**src/rtl/mem_arbiter.sv**
```systemverilog
// mem_arbiter: serializes instruction and data cache requests onto a single
// ported RAM and returns completion with wait-low handshakes.
// Optional build macro: MEM_PERF_CNT_EN adds icount/dcount completion counters.

package cpu_types_pkg;
  typedef logic [31:0] word_t;
  typedef enum logic [1:0] {
    FREE   = 2'd0,
    BUSY   = 2'd1,
    ACCESS = 2'd2,
    ERROR  = 2'd3
  } ramstate_t;
endpackage

module mem_arbiter
  import cpu_types_pkg::*;
(
  input  logic       CLK,
  input  logic       nRST,
  // instruction cache side
  input  logic       iREN,
  input  word_t      iaddr,
  output logic       iwait,
  output word_t      iload,
  // data cache side
  input  logic       dREN,
  input  logic       dWEN,
  input  word_t      daddr,
  input  word_t      dstore,
  output logic       dwait,
  output word_t      dload,
  // RAM side
  output logic       ramREN,
  output logic       ramWEN,
  output word_t      ramaddr,
  output word_t      ramstore,
  input  word_t      ramload,
  input  logic [1:0] ramstate
`ifdef MEM_PERF_CNT_EN
  ,
  output word_t      icount,
  output word_t      dcount
`endif
);

  typedef enum logic [1:0] {
    IDLE   = 2'd0,
    ISERVE = 2'd1,
    DSERVE = 2'd2
  } arb_state_t;

  arb_state_t state, next_state;
  logic       last_d;
  logic       dreq;
  logic       ram_ack;
  logic       idone;
  logic       ddone;

  assign dreq    = dREN | dWEN;
  assign ram_ack = (ramstate_t'(ramstate) == ACCESS);

  // State register; reset discards any access in flight.
  always_ff @(posedge CLK or negedge nRST) begin
    if (!nRST) begin
      state <= IDLE;
    end else begin
      state <= next_state;
    end
  end

  // Remembers which side completed last so a pending instruction fetch
  // wins over data until it has been served once.
  always_ff @(posedge CLK or negedge nRST) begin
    if (!nRST) begin
      last_d <= 1'b0;
    end else if (ddone) begin
      last_d <= 1'b1;
    end else if (idone) begin
      last_d <= 1'b0;
    end
  end

  // Grant decision, RAM drive and wait/load returns.
  always_comb begin
    next_state = state;
    iwait      = 1'b1;
    dwait      = 1'b1;
    iload      = '0;
    dload      = '0;
    ramREN     = 1'b0;
    ramWEN     = 1'b0;
    ramaddr    = '0;
    ramstore   = '0;
    idone      = 1'b0;
    ddone      = 1'b0;

    unique case (state)
      IDLE: begin
        // data normally wins; right after a data completion a waiting fetch goes first
        if (dreq && !(last_d && iREN)) begin
          next_state = DSERVE;
        end else if (iREN) begin
          next_state = ISERVE;
        end
      end

      ISERVE: begin
        if (!iREN) begin
          // requester withdrew: release the RAM at once, no completion
          next_state = IDLE;
        end else begin
          ramREN  = 1'b1;
          ramaddr = iaddr;
          if (ram_ack) begin
            iwait      = 1'b0;
            iload      = ramload;
            idone      = 1'b1;
            next_state = IDLE;
          end
        end
      end

      DSERVE: begin
        if (!dreq) begin
          next_state = IDLE;
        end else begin
          ramREN   = dREN;
          ramWEN   = dWEN;
          ramaddr  = daddr;
          ramstore = dstore;
          if (ram_ack) begin
            dwait      = 1'b0;
            dload      = ramload;
            ddone      = 1'b1;
            next_state = IDLE;
          end
        end
      end

      default: begin
        next_state = IDLE;
      end
    endcase
  end

`ifdef MEM_PERF_CNT_EN
  // Completion counters, wrapping through zero.
  always_ff @(posedge CLK or negedge nRST) begin
    if (!nRST) begin
      icount <= '0;
      dcount <= '0;
    end else begin
      if (idone) icount <= icount + 32'd1;
      if (ddone) dcount <= dcount + 32'd1;
    end
  end
`endif

endmodule

```
**config.mk**
```make
export PLATFORM = sky130hd
export DESIGN_NAME = mem_arbiter
export DESIGN_NICKNAME = d
export VERILOG_FILES = /design/src/rtl/mem_arbiter.sv
export SDC_FILE = /design/constraint.sdc
export NUM_CORES = 1
export LEC_CHECK = 0
export CORE_AREA = 4 4 101 103
export CTS_BUF_LIST = sky130_fd_sc_hd__clkbuf_16
export DETAILED_ROUTE_END_ITERATION = 6
export DIE_AREA = 0 0 105 107
export PLACE_DENSITY = 0.66
export REMOVE_ABC_BUFFERS = 1
export SLEW_MARGIN = 25
export SYNTH_ARGS = -nofsm -noshare
export SYNTH_HDL_FRONTEND = slang
export SYNTH_SLANG_ARGS = --single-unit
```
**constraint.sdc**
```tcl
create_clock -name CLK -period 2.1 [get_ports CLK]
set_clock_uncertainty 0.05 [all_clocks]
set_input_delay 0.42 -clock CLK [delete_from_list [all_inputs] [get_ports CLK]]
set_output_delay 0.42 -clock CLK [all_outputs]
set_load 0.01 [all_outputs]
```
==> flow_metrics.tcl, run 1 <==
# metrics dict for downstream scripts
set metrics [dict create \
    crit_family "buffers and inverters" \
    cts_made_buffers 3 \
    crit_path_max_incr_delay_ps 390 \
    syn_inst 222 \
    insertion_delay_ps 230 \
    hold_ws_ps 322 \
    worstPathCellList "buf_6 -> ha_4 -> and2_4 -> buf_16 -> buf_8 -> buf_8 -> buf_6 -> and3_4 -> buf_2" \
    pre_cts_ws_ps -553 \
    synthAoiAreaFrac_pct 19.6 \
    fin_crit_ps 2330 \
    violations "setup timing" \
    ys_sh_simple_pct 59.3 \
    top_area_cell "and3_1" \
    ys_sh_mux_pct 0 \
    rsz0062_at_grt "yes" \
    drc 0 \
    gp_congestion 0.835 \
    fp_util_pct 16.6 \
    drt_iter0_markers 98 \
    yosys_cells 222 \
    ys_warn_count 0 \
    fin_setup_tns_ps -5710 \
    hold_violations 0 \
    cts_tree "done" \
    final_common_cell "clkdlybuf4s50_1" \
    clkSinkCount 3 \
    outcome "finished with violations" \
    synth.distinct_cells 24 \
    ant_nets 0 \
    dr.pass1.iters 4 \
    worst_slack_ps -229 \
    port_buffers 266 \
    xor_share_pct 0 \
    wl_um 12800 \
    cts_hold_buffers 0 \
    synthesis.area_mm2 0.00153 \
    crit_arrival_ps 1860 \
    crit_type "reg2out" \
    top_cell_area_share_pct 26.3 \
    post_dp_cell_area_mm2 0.00438 \
    cts_max_path_buffers 2 \
    leakage_nw 2.62 \
    setup_viol 95 \
]
==> run 1: repair_timing <==
| action | in CTS | in global routing |
|---|---|---|
| cloned | 6 | 5 |
| pin swaps | 8 | 28 |
| gates resized | 451 | 196 |
| buffers inserted | 32 | 21 |
| setup endpoints to repair | 132 | 127 |
==> run 1: state kept, by name, summed over array words and instances, names as in the netlist <==
| signal | cells |
|---|---|
| last_d | 1 |
| state | 2 |
==> run 1: kinds of logic (layout without fill, tap and decap cells) <==
| logic type | count (synthesis) | after routing |
|---|---|---|
| buffers and inverters | 33 | 351 |
| adders and majority gates | 4 | 4 |
| DFF | 3 | 3 |
| AOI/OAI and AO/OA | 39 | 39 |
| and+or+nand+nor | 143 | 143 |
==> run 1: cell type report <==
type | count | area (µm²)
fill | 864 | 4020
timing repair buffer | 343 | 3280
multi-input combinational | 186 | 1590
tap | 111 | 139
sequential | 3 | 75.1
clock buffer | 3 | 75.1
inverter | 4 | 15.0
clock inverter | 1 | 3.75
==> run 1: metal layers <==
layer | vias to the layer above | GRT usage (%) | wire length (µm)
met1 | 1400 | 23.5 | 5060
met2 | 133 | 36.7 | 6750
met5 | - | 0 | 0
met3 | 17 | 3.55 | 735
met4 | 0 | 3.75 | 205
li1 | 1426 | - | -
==> run 1: metrics by stage <==
| step | total power [mW] | std cells | util [%] |
|---|---|---|---|
| after floorplan | 1.16 | 193 | - |
| after global placement | 2.64 | 591 | 47.6 |
| after detailed placement | 2.65 | 591 | 47.6 |
| after CTS | 3.68 | 633 | 53.5 |
| after global routing | 4.31 | 651 | 56.3 |
| final | 4.07 | 651 | 56.3 |
==> run 1: Yosys cell counts <==
library cell   n
and3_1        64
nor2b_1       34
a22oi_1       32
and2_1        26
clkbuf_1      14
and2_4         9
buf_6          7
nand2_1        5
buf_2          4
buf_4          4
ha_1           4
inv_1          4
dfrtp_1        3
o211ai_1       2
a21o_1         1
a21oi_1        1
and2b_1        1
nand2b_1       1
nand3_1        1
nor2_1         1
nor4b_1        1
o2111ai_1      1
o2111ai_2      1
o21a_1         1
==> run 1: power by group <==
group	leakage, nW	switching, mW	total, mW	internal, mW
logic	2.54	1.49	3.66	2.17
clock network	0.0423	0.0601	0.306	0.246
registers	0.0363	0.0235	0.110	0.0863
total	2.62	1.57	4.07	2.50
==> run 1: worst reg2reg max path, cell delays in order, from the launching register on <==
cell and delay [ps]:
dfrtp_1 390, buf_6 130, ha_4 140, and2_4 200, buf_16 140, buf_8 110, buf_8 130, buf_6 110
buf_4 130, o2111ai_2 180, nand3_1 100
==> run 1: final timing paths <==
| kind | start | end | slack (ps) | cells after the start |
|---|---|---|---|---|
| min in group CLK | last_d$_DFFE_PN0P_ | last_d$_DFFE_PN0P_ | 450 | 1 |
| hold reg to reg | last_d$_DFFE_PN0P_ | last_d$_DFFE_PN0P_ | 450 | 1 |
| max in group asynchronous | nRST | last_d$_DFFE_PN0P_ | 1540 | 1 |
| setup / recovery | state[0]$_DFFE_PN0P_ | iload[4] | -230 | 9 |
| hold / removal | nRST | state[1]$_DFFE_PN0P_ | 320 | 1 |
| setup reg to reg | state[0]$_DFFE_PN0P_ | state[0]$_DFFE_PN0P_ | 150 | 10 |
**Run 1: placement view**

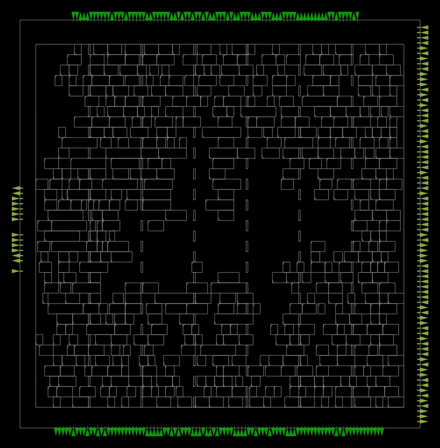
fraction of area in registers: 1.45%
flop count: 3
fill cell count: 864
Site Rows: 35
Core Util, Final: 56.3%

**Run 1: clock network drawn from the DEF**

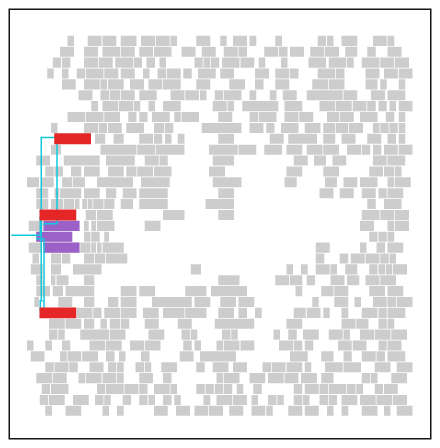
purple -> flip-flops  # count 3
cyan -> clock wires  # length 121 µm
red -> clock drivers  # count 3
routed clock nets = 4

**Run 1: close-up of the layout**

Scale bar: 10 µm. Region (40, 20) to (65, 45) µm. Cells in gray, sequential cells in the stronger gray; small squares are vias.
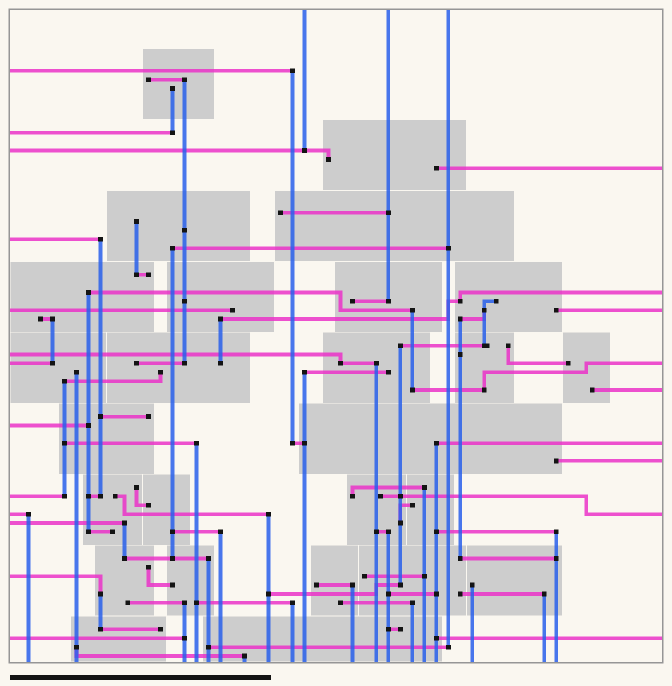
blue -> metal 2
magenta -> metal 1
cells with their middle in the window = 26
most frequent = buf_2 (5), and3_1 (4), buf_8 (4)
sequential cells in the window = 0

==> run 2, diff against run 1 <==
--- a/config.mk
+++ b/config.mk
@@ -5,6 +5,7 @@
 export SDC_FILE = /design/constraint.sdc
 export NUM_CORES = 1
 export LEC_CHECK = 0
+export ABC_CLOCK_PERIOD_IN_PS = 2100
 export CORE_AREA = 4 4 101 103
 export CTS_BUF_LIST = sky130_fd_sc_hd__clkbuf_16
 export DETAILED_ROUTE_END_ITERATION = 6
**Run 2: close-up of the layout**

Scale bar: 10 µm. Region (40, 20) to (65, 45) µm. Cells in gray, sequential cells in the stronger gray; small squares are vias.
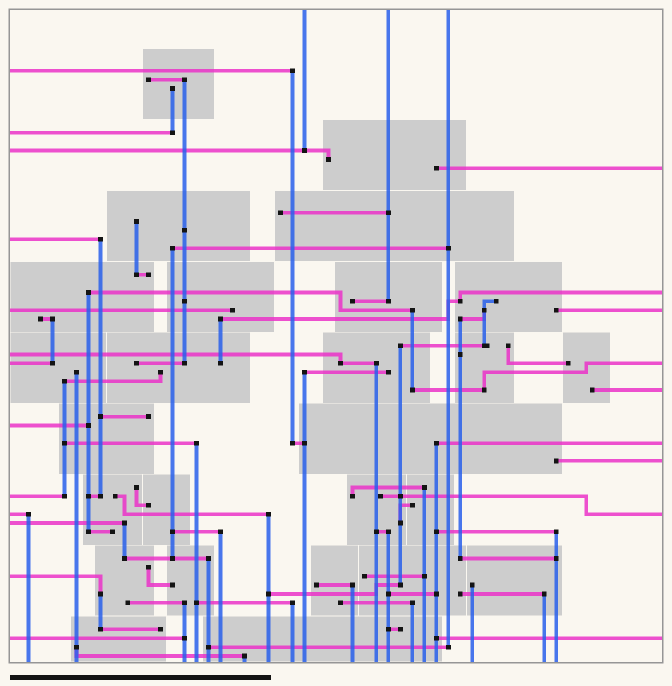
magenta -> metal 1
blue -> metal 2
sequential cells in the window = 0
most frequent = buf_2 (5), and3_1 (4), buf_8 (4)
cells with their middle in the window = 26

==> run 2 against run 1 <==
Effect of this change: die size unchanged; wire length unchanged; the run still ends with setup timing left; maximum frequency unchanged; design area unchanged; combinational power about the same; cell count unchanged; synthesized cell count unchanged; via count unchanged; non-clock buffer count unchanged; flip-flop count unchanged; power unchanged; critical endpoint unchanged; count of clock-buffer cells in the layout unchanged; largest cell class unchanged.
==> flow_metrics.tcl, run 2 <==
# metrics dict for downstream scripts
set metrics [dict create \
    setup_viol 95 \
    fp_util_pct 16.6 \
    fin_util_pct 56.3 \
    wl_met3_um 735 \
    worst_slack_ps -229 \
    adder_share_pct 3.28 \
    yosys_area_mm2 0.00153 \
    ys_sh_mux_pct 0 \
    grt_pass1_vias 2850 \
    dr.pass1.iters 4 \
    violations "setup timing" \
    comb_area_mm2 0.00159 \
    die-area_mm2 0.0112 \
    cts_tree "done" \
    crit_arrival_ps 1860 \
    fin_crit_sh_pct 111 \
    cts_root_buffer "clkbuf_16" \
    yosysSeqAreaShare_pct 4.92 \
    seq_area_um2 75.1 \
    timing.fmax_mhz 429 \
    startpoint_type "register" \
    synth_area_per_cell_um2 6.87 \
    leakage_nw 2.62 \
    synth.distinct_cells 24 \
    ys_sh_simple_pct 59.3 \
    outcome "finished with violations" \
    wl_met1_um 5060 \
    rsz0062_at_grt "yes" \
    io_pins 267 \
    crit_type "reg2out" \
    ys_warn_count 0 \
    dr.max_layer_used "met4" \
    regMostFlops "state" \
    final_common_cell "clkdlybuf4s50_1" \
    cts_hold_buffers 0 \
    clkSinkCount 3 \
    clk_pin_slew_ps 30 \
    top_cell_area_share_pct 26.3 \
    fin_crit_ps 2330 \
    syn_inst 222 \
    drc 0 \
    core_mm2 0.00920 \
    top_area_cell "and3_1" \
    warnings 30 \
    grt_antenna_before_repair 0 \
    reg_top3 "state (2), last_d (1)" \
    cts_max_path_buffers 2 \
    ant_nets 0 \
    wl_um 12800 \
    synthesis.area_mm2 0.00153 \
    insertion_delay_ps 230 \
    async_flop_share_pct 100 \
    synthAoiAreaFrac_pct 19.6 \
    fill_cells 864 \
    viasPerCell 4.57 \
    die_y_um 107 \
    vias 2976 \
    flop_cell "dfrtp_1" \
    final_cell_area_mm2 0.00518 \
    edf_count 0 \
    yosys_cells 222 \
    drt_iter0_markers 98 \
    slew_violations 0 \
    port_buffers 266 \
    max_cap_violations 0 \
    cts_made_buffers 3 \
    wl_met2_um 6750 \
    max-slew-margin-rel_pct 72.2 \
    largest_reg_flops 2 \
    most_common_cell "and3_1" \
    post_dp_cell_area_mm2 0.00438 \
    gp_congestion 0.835 \
    rows 35 \
    xor_share_pct 0 \
    synth.logic.top_family "simple AND/OR/NAND/NOR gates" \
    hold_violations 0 \
    common_cells "and3_1 (64), nor2b_1 (34), a22oi_1 (32)" \
]
[run 2: cell counts after synthesis]
No cell type changed its count.
[run 2: kinds of logic after synthesis]
group | after synthesis
simple gates | 143
buf+inv | 33
fa+ha+maj | 4
flops | 3
compound gates | 39
[run 2: routing by layer]
| metal | vias up | GRT usage [%] |
|---|---|---|
| met2 | 133 | 36.7 |
| met5 | - | 0 |
| met3 | 17 | 3.55 |
| li1 | 1426 | - |
| met1 | 1400 | 23.5 |
| met4 | 0 | 3.75 |
[run 2: worst paths after layout]
path	from	slack, ps	depth (start not counted)	endpoint
worst max-delay path	state[0]$_DFFE_PN0P_	-230	9	iload[4]
worst min-delay path	nRST	320	1	state[1]$_DFFE_PN0P_
min in group CLK	last_d$_DFFE_PN0P_	450	1	last_d$_DFFE_PN0P_
worst min register to register	last_d$_DFFE_PN0P_	450	1	last_d$_DFFE_PN0P_
max in group asynchronous	nRST	1540	1	last_d$_DFFE_PN0P_
worst max register to register	state[0]$_DFFE_PN0P_	150	10	state[0]$_DFFE_PN0P_
[run 2: stage by stage]
stage | TNS, ps | std cells | hold slack [ps] | setup WS [ps] | total power [mW]
5_1_grt | -10390 | 651 | 331 | -268 | 4.31
6_report | -5710 | 651 | 322 | -229 | 4.07
3_5_place_dp | -58630 | 591 | 444 | -553 | 2.65
4_1_cts | -13160 | 633 | 320 | -352 | 3.68
3_3_place_gp | -57640 | 591 | 457 | -531 | 2.64
2_1_floorplan | -88840 | 193 | 74.4 | -879 | 1.16
[run 2: what timing repair did]
| action | in CTS | in global routing |
|---|---|---|
| gates resized | 451 | 196 |
| endpoints found under the setup margin | 132 | 127 |
| pin swaps | 8 | 28 |
| buffers inserted | 32 | 21 |
| gates cloned | 6 | 5 |
| endpoints found under the hold margin | 0 | 0 |
[run 2: layout make-up]
cell class	instances	area share [%]
clock buffer	3	1.45
clock inverter	1	0.0725
inverter	4	0.290
multi-input combinational	186	30.7
sequential	3	1.45
tap	111	2.68
timing repair buffer	343	63.3
[run 2: report_power, final]
group          leakage [nW]  total (mW)  switching [mW]  internal, mW
Sequential           0.0363       0.110          0.0235        0.0863
Clock                0.0423       0.306          0.0601         0.246
Combinational          2.54        3.66            1.49          2.17
[run 2: worst max-delay path, cell delays in order, from the launching register on]
cell and delay [ps]:
dfrtp_1 390, buf_6 130, ha_4 140, and2_4 200
buf_16 140, buf_8 110, buf_8 130, buf_6 110
and3_4 130, buf_2 140
Power is estimated from default activity; no workload was simulated.
